File: src/rtl/wb_master_bridge.sv
// Wishbone classic-cycle initiator: one cyc/stb cycle per accepted command,
// returning read data or a timeout error on a valid/ready response port.
module wb_master_bridge #(
  parameter int ADDR_WIDTH = 20,
  parameter int DATA_WIDTH = 32,
  parameter int TIMEOUT    = 64
) (
  input  logic                    clk_i,
  input  logic                    rst_ni,
  input  logic                    cmd_valid_i,
  output logic                    cmd_ready_o,
  input  logic                    cmd_we_i,
  input  logic [ADDR_WIDTH-1:0]   cmd_adr_i,
  input  logic [DATA_WIDTH-1:0]   cmd_dat_i,
  input  logic [DATA_WIDTH/8-1:0] cmd_sel_i,
  output logic                    rsp_valid_o,
  input  logic                    rsp_ready_i,
  output logic [DATA_WIDTH-1:0]   rsp_dat_o,
  output logic                    rsp_err_o,
  output logic                    wb_cyc_o,
  output logic                    wb_stb_o,
  output logic                    wb_we_o,
  output logic [ADDR_WIDTH-1:0]   wb_adr_o,
  output logic [DATA_WIDTH-1:0]   wb_dat_o,
  output logic [DATA_WIDTH/8-1:0] wb_sel_o,
  input  logic [DATA_WIDTH-1:0]   wb_dat_i,
  input  logic                    wb_ack_i
);

  localparam int SEL_W = DATA_WIDTH / 8;
  localparam int CNT_W = (TIMEOUT > 0) ? $clog2(TIMEOUT + 1) : 1;
  localparam logic [CNT_W-1:0] CNT_LAST = CNT_W'(TIMEOUT - 1);

  typedef enum logic [1:0] {IDLE, BUS, RESP} state_e;

  state_e                state_q, state_d;
  logic                  cyc_q, cyc_d;
  logic                  we_q, we_d;
  logic [ADDR_WIDTH-1:0] adr_q, adr_d;
  logic [DATA_WIDTH-1:0] dat_q, dat_d;
  logic [SEL_W-1:0]      sel_q, sel_d;
  logic [CNT_W-1:0]      cnt_q, cnt_d;
  logic [DATA_WIDTH-1:0] rsp_dat_q, rsp_dat_d;
  logic                  rsp_err_q, rsp_err_d;
  logic                  rsp_valid_q, rsp_valid_d;
  logic                  cmd_ready_q, cmd_ready_d;

  // NOTE: every variable gets its hold value first, so no path leaves one
  // unassigned and no latch is inferred.
  always_comb begin
    state_d   = state_q;
    cyc_d     = cyc_q;
    we_d      = we_q;
    adr_d     = adr_q;
    dat_d     = dat_q;
    sel_d     = sel_q;
    cnt_d     = cnt_q;
    rsp_dat_d = rsp_dat_q;
    rsp_err_d = rsp_err_q;

    unique case (state_q)
      IDLE: begin
        // cmd_ready_q gates acceptance so nothing is taken before the
        // first edge after reset release.
        if (cmd_ready_q && cmd_valid_i) begin
          we_d    = cmd_we_i;
          adr_d   = cmd_adr_i;
          dat_d   = cmd_dat_i;
          sel_d   = cmd_sel_i;
          cyc_d   = 1'b1;
          cnt_d   = '0;
          state_d = BUS;
        end
      end
      BUS: begin
        cnt_d = cnt_q + CNT_W'(1);
        if (wb_ack_i) begin
          rsp_dat_d = we_q ? '0 : wb_dat_i;
          rsp_err_d = 1'b0;
          cyc_d     = 1'b0;
          state_d   = RESP;
        end else if ((TIMEOUT != 0) && (cnt_q == CNT_LAST)) begin
          rsp_dat_d = '0;
          rsp_err_d = 1'b1;
          cyc_d     = 1'b0;
          state_d   = RESP;
        end
      end
      RESP: begin
        if (rsp_ready_i) state_d = IDLE;
      end
      default: state_d = IDLE;
    endcase

    // Handshake flags are registered from the next state so every output
    // comes straight from a flop.
    cmd_ready_d = (state_d == IDLE);
    rsp_valid_d = (state_d == RESP);
  end

  // NOTE: sequential state uses non-blocking assignments so all flops update
  // together from the values present before the edge.
  always_ff @(posedge clk_i or negedge rst_ni) begin
    if (!rst_ni) begin
      state_q     <= IDLE;
      cyc_q       <= 1'b0;
      we_q        <= 1'b0;
      adr_q       <= '0;
      dat_q       <= '0;
      sel_q       <= '0;
      cnt_q       <= '0;
      rsp_dat_q   <= '0;
      rsp_err_q   <= 1'b0;
      rsp_valid_q <= 1'b0;
      cmd_ready_q <= 1'b0;
    end else begin
      state_q     <= state_d;
      cyc_q       <= cyc_d;
      we_q        <= we_d;
      adr_q       <= adr_d;
      dat_q       <= dat_d;
      sel_q       <= sel_d;
      cnt_q       <= cnt_d;
      rsp_dat_q   <= rsp_dat_d;
      rsp_err_q   <= rsp_err_d;
      rsp_valid_q <= rsp_valid_d;
      cmd_ready_q <= cmd_ready_d;
    end
  end

  assign cmd_ready_o = cmd_ready_q;
  assign rsp_valid_o = rsp_valid_q;
  assign rsp_dat_o   = rsp_dat_q;
  assign rsp_err_o   = rsp_err_q;
  assign wb_cyc_o    = cyc_q;
  assign wb_stb_o    = cyc_q;
  assign wb_we_o     = we_q;
  assign wb_adr_o    = adr_q;
  assign wb_dat_o    = dat_q;
  assign wb_sel_o    = sel_q;

endmodule

File: config.mk
export PLATFORM = sky130hd
export DESIGN_NAME = wb_master_bridge
export DESIGN_NICKNAME = d
export VERILOG_FILES = /design/src/rtl/wb_master_bridge.sv
export SDC_FILE = /design/constraint.sdc
export NUM_CORES = 1
export LEC_CHECK = 0
export ABC_AREA = 1
export CAP_MARGIN = 20
export CORE_MARGIN = 4
export CORE_UTILIZATION = 42
export CTS_CLUSTER_DIAMETER = 150
export DETAILED_ROUTE_END_ITERATION = 8
export PLACE_DENSITY = 0.81
export SYNTH_ARGS = -nofsm -noshare
export SYNTH_HDL_FRONTEND = slang
export SYNTH_SLANG_ARGS = --single-unit
File: constraint.sdc
create_clock -name clk_i -period 1.6 [get_ports clk_i]
set_clock_uncertainty 0.05 [all_clocks]
set_input_delay 0.32 -clock clk_i [delete_from_list [all_inputs] [get_ports clk_i]]
set_output_delay 0.32 -clock clk_i [all_outputs]
set_load 0.01 [all_outputs]
==> flow_metrics.tcl <==
# collected from the flow reports
set metrics [dict create \
    edf_count 0 \
    period_needed_ns 1.54 \
    yosysWarningCount 0 \
    power_switching_mw 4.27 \
    async_flop_share_pct 100 \
    critPathBufInv 2 \
    area.growth.synth_to_final_pct 54.3 \
    fin_tns_setup_ns 0 \
    synth_cell_types 21 \
    drc 0 \
    status "completed" \
    reg2reg_depth 7 \
    timing.critical_path.from "wb_cyc_o" \
    critPathTopFamily "buffers and inverters" \
    startpoint_type "flop" \
    pg_comb_mw 5.08 \
    met2RoutedLength_mm 5.62 \
    top_cells_by_area "dfrtp_1, nand2_1, nand4_1, nand3_1, buf_2" \
    dieHeight_microns 107 \
    drt_iter0_drc 159 \
    timing.rr.end "rsp_dat_o[21]" \
    pg_seq_mw 4.42 \
    drt-vias-per-instance 4.97 \
    cellPowerDensity_nw_per_um2 1710 \
    most_common_cell "nand2_1" \
    critPathMaxFanout 2 \
    placedInstanceArea_sq_um 6310 \
    nNonClkBuffers 212 \
    comb_cells 318 \
    syn-num-nets 556 \
    maxCapViolations 0 \
    adder_share_pct 0.301 \
    cts-root-buf "clkbuf_8" \
    num_antenna_cells 0 \
    vdd_drop_max_v 0.000845 \
    relSlewSlack_pct 76.2 \
    yosysTopAreaCellShare_pct 61.4 \
    r2r_start "cnt_q[0]" \
    crit_end "wb_stb_o" \
    clock_latency_ns 0.36 \
    sw_frac_of_total_pct 38.9 \
    dieArea_sq_um 11600 \
    grt_pass1_wl_mm 19.9 \
    tightest_slew_ns 0.357 \
    stdcell_area_sq_um 6420 \
    grt_pass1_vias 4202 \
    grtUsageMet2_pct 34.1 \
    clkCellAreaFrac_pct 2.83 \
    yosysTopAreaCell "dfrtp_1" \
    warnings 26 \
    wl_met1_mm 4.92 \
    cp_data_arrival_time_ns 1.17 \
    path_cells "buf_4 -> dlygate4sd2_1" \
    nClkBuffers 10 \
    hold_buffers 1 \
    portBuffers 187 \
    rsz0062_at_grt "false" \
    min_path_type "in -> async" \
    first_pass_iters 5 \
    largest_class "sequential cells" \
    grt_busiest_layer "met2" \
    nonClkBufAreaFrac_pct 32.6 \
    logic_area_sq_um 1380 \
    n_sequential_cell 102 \
    cp_num_cells 2 \
    cpPeakStageDelay_ns 0.39 \
    yosys.area_share.simple_pct 31.7 \
    cts_sinks 102 \
    netlist_area_sq_um 4160 \
    finalHoldViolCount 0 \
    p_comb_share_pct 46.2 \
    holdWs_ns 0.370 \
    clk_pin_slew_ns 0.10 \
    finalSetupViolCount 0 \
    fmax_mhz 650 \
    seq_share_pct 39.8 \
    power.internal_mw 6.72 \
    syn_inst 461 \
    ys_seq_share_pct 61.4 \
    p_leak_nw 3.41 \
    ctsResizeCount 94 \
    rrSetupSlack_ns 0.09 \
    pre_cts_slack_ns -0.0730 \
    dominantRegCellSynth "dfrtp_1" \
    drive_gt1_share_pct 7.44 \
    lay_top_count "nand2_1" \
    yosys.area_share.aoi_pct 1.29 \
    endpoint_kind "output port" \
]
### Sequential cells grouped by signal name

Bar = 20 microns. Other sequential cells in the stronger grey, the rest of the logic in the fainter grey.
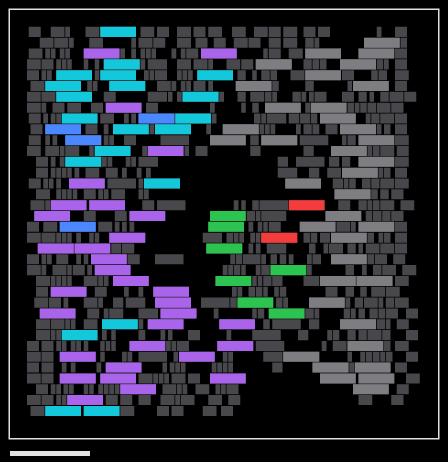
blue -> `wb_sel_o`  # sequential cells 4
red -> `state_q`  # sequential cells 2
cyan -> `wb_adr_o`  # sequential cells 20
green -> `cnt_q`  # sequential cells 7, where centre
purple -> `wb_dat_o`  # sequential cells 32
not coloured = 37

### Signal wires by layer

Only two layers are drawn.
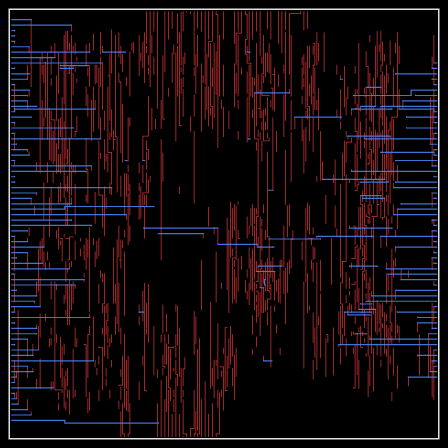
blue -> met3  # wire length 1,240 microns
red -> met2  # wire length 5,620 microns
gr usage total: 21.4%
total routed wirelength: 12.0 mm
wire per inst: 15.1 microns

### Placement density heat map

Bar = 20 microns. The die is cut into 11 by 11 equal tiles; dark purple is low, yellow is high, 0 to 100% covered.
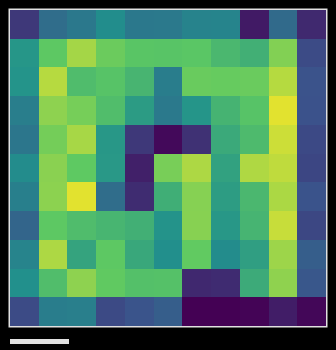
mean over tiles = 54%
nearly empty tiles = 3.3%
fullest tile = 96%
emptiest ninth of the die = south-east
tiles over 75% full = 26%
Initial Util: 42.9%
final core occ: 66.3%
Core Box Area: 9680 sq um

### Routed metal per tile

The die is cut into 21 by 21 equal tiles; dark purple is low, yellow is high, scaled to the fullest tile. Values are wire area over tile area, all layers added.
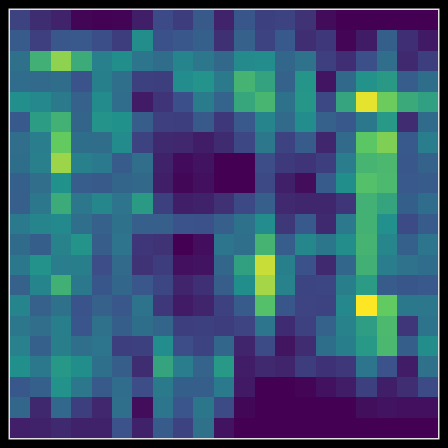
mean over tiles = 0.17
tiles over half the peak = 13%
fullest tile = 0.57
nearly empty tiles = 7.7%
Vias: 3,934

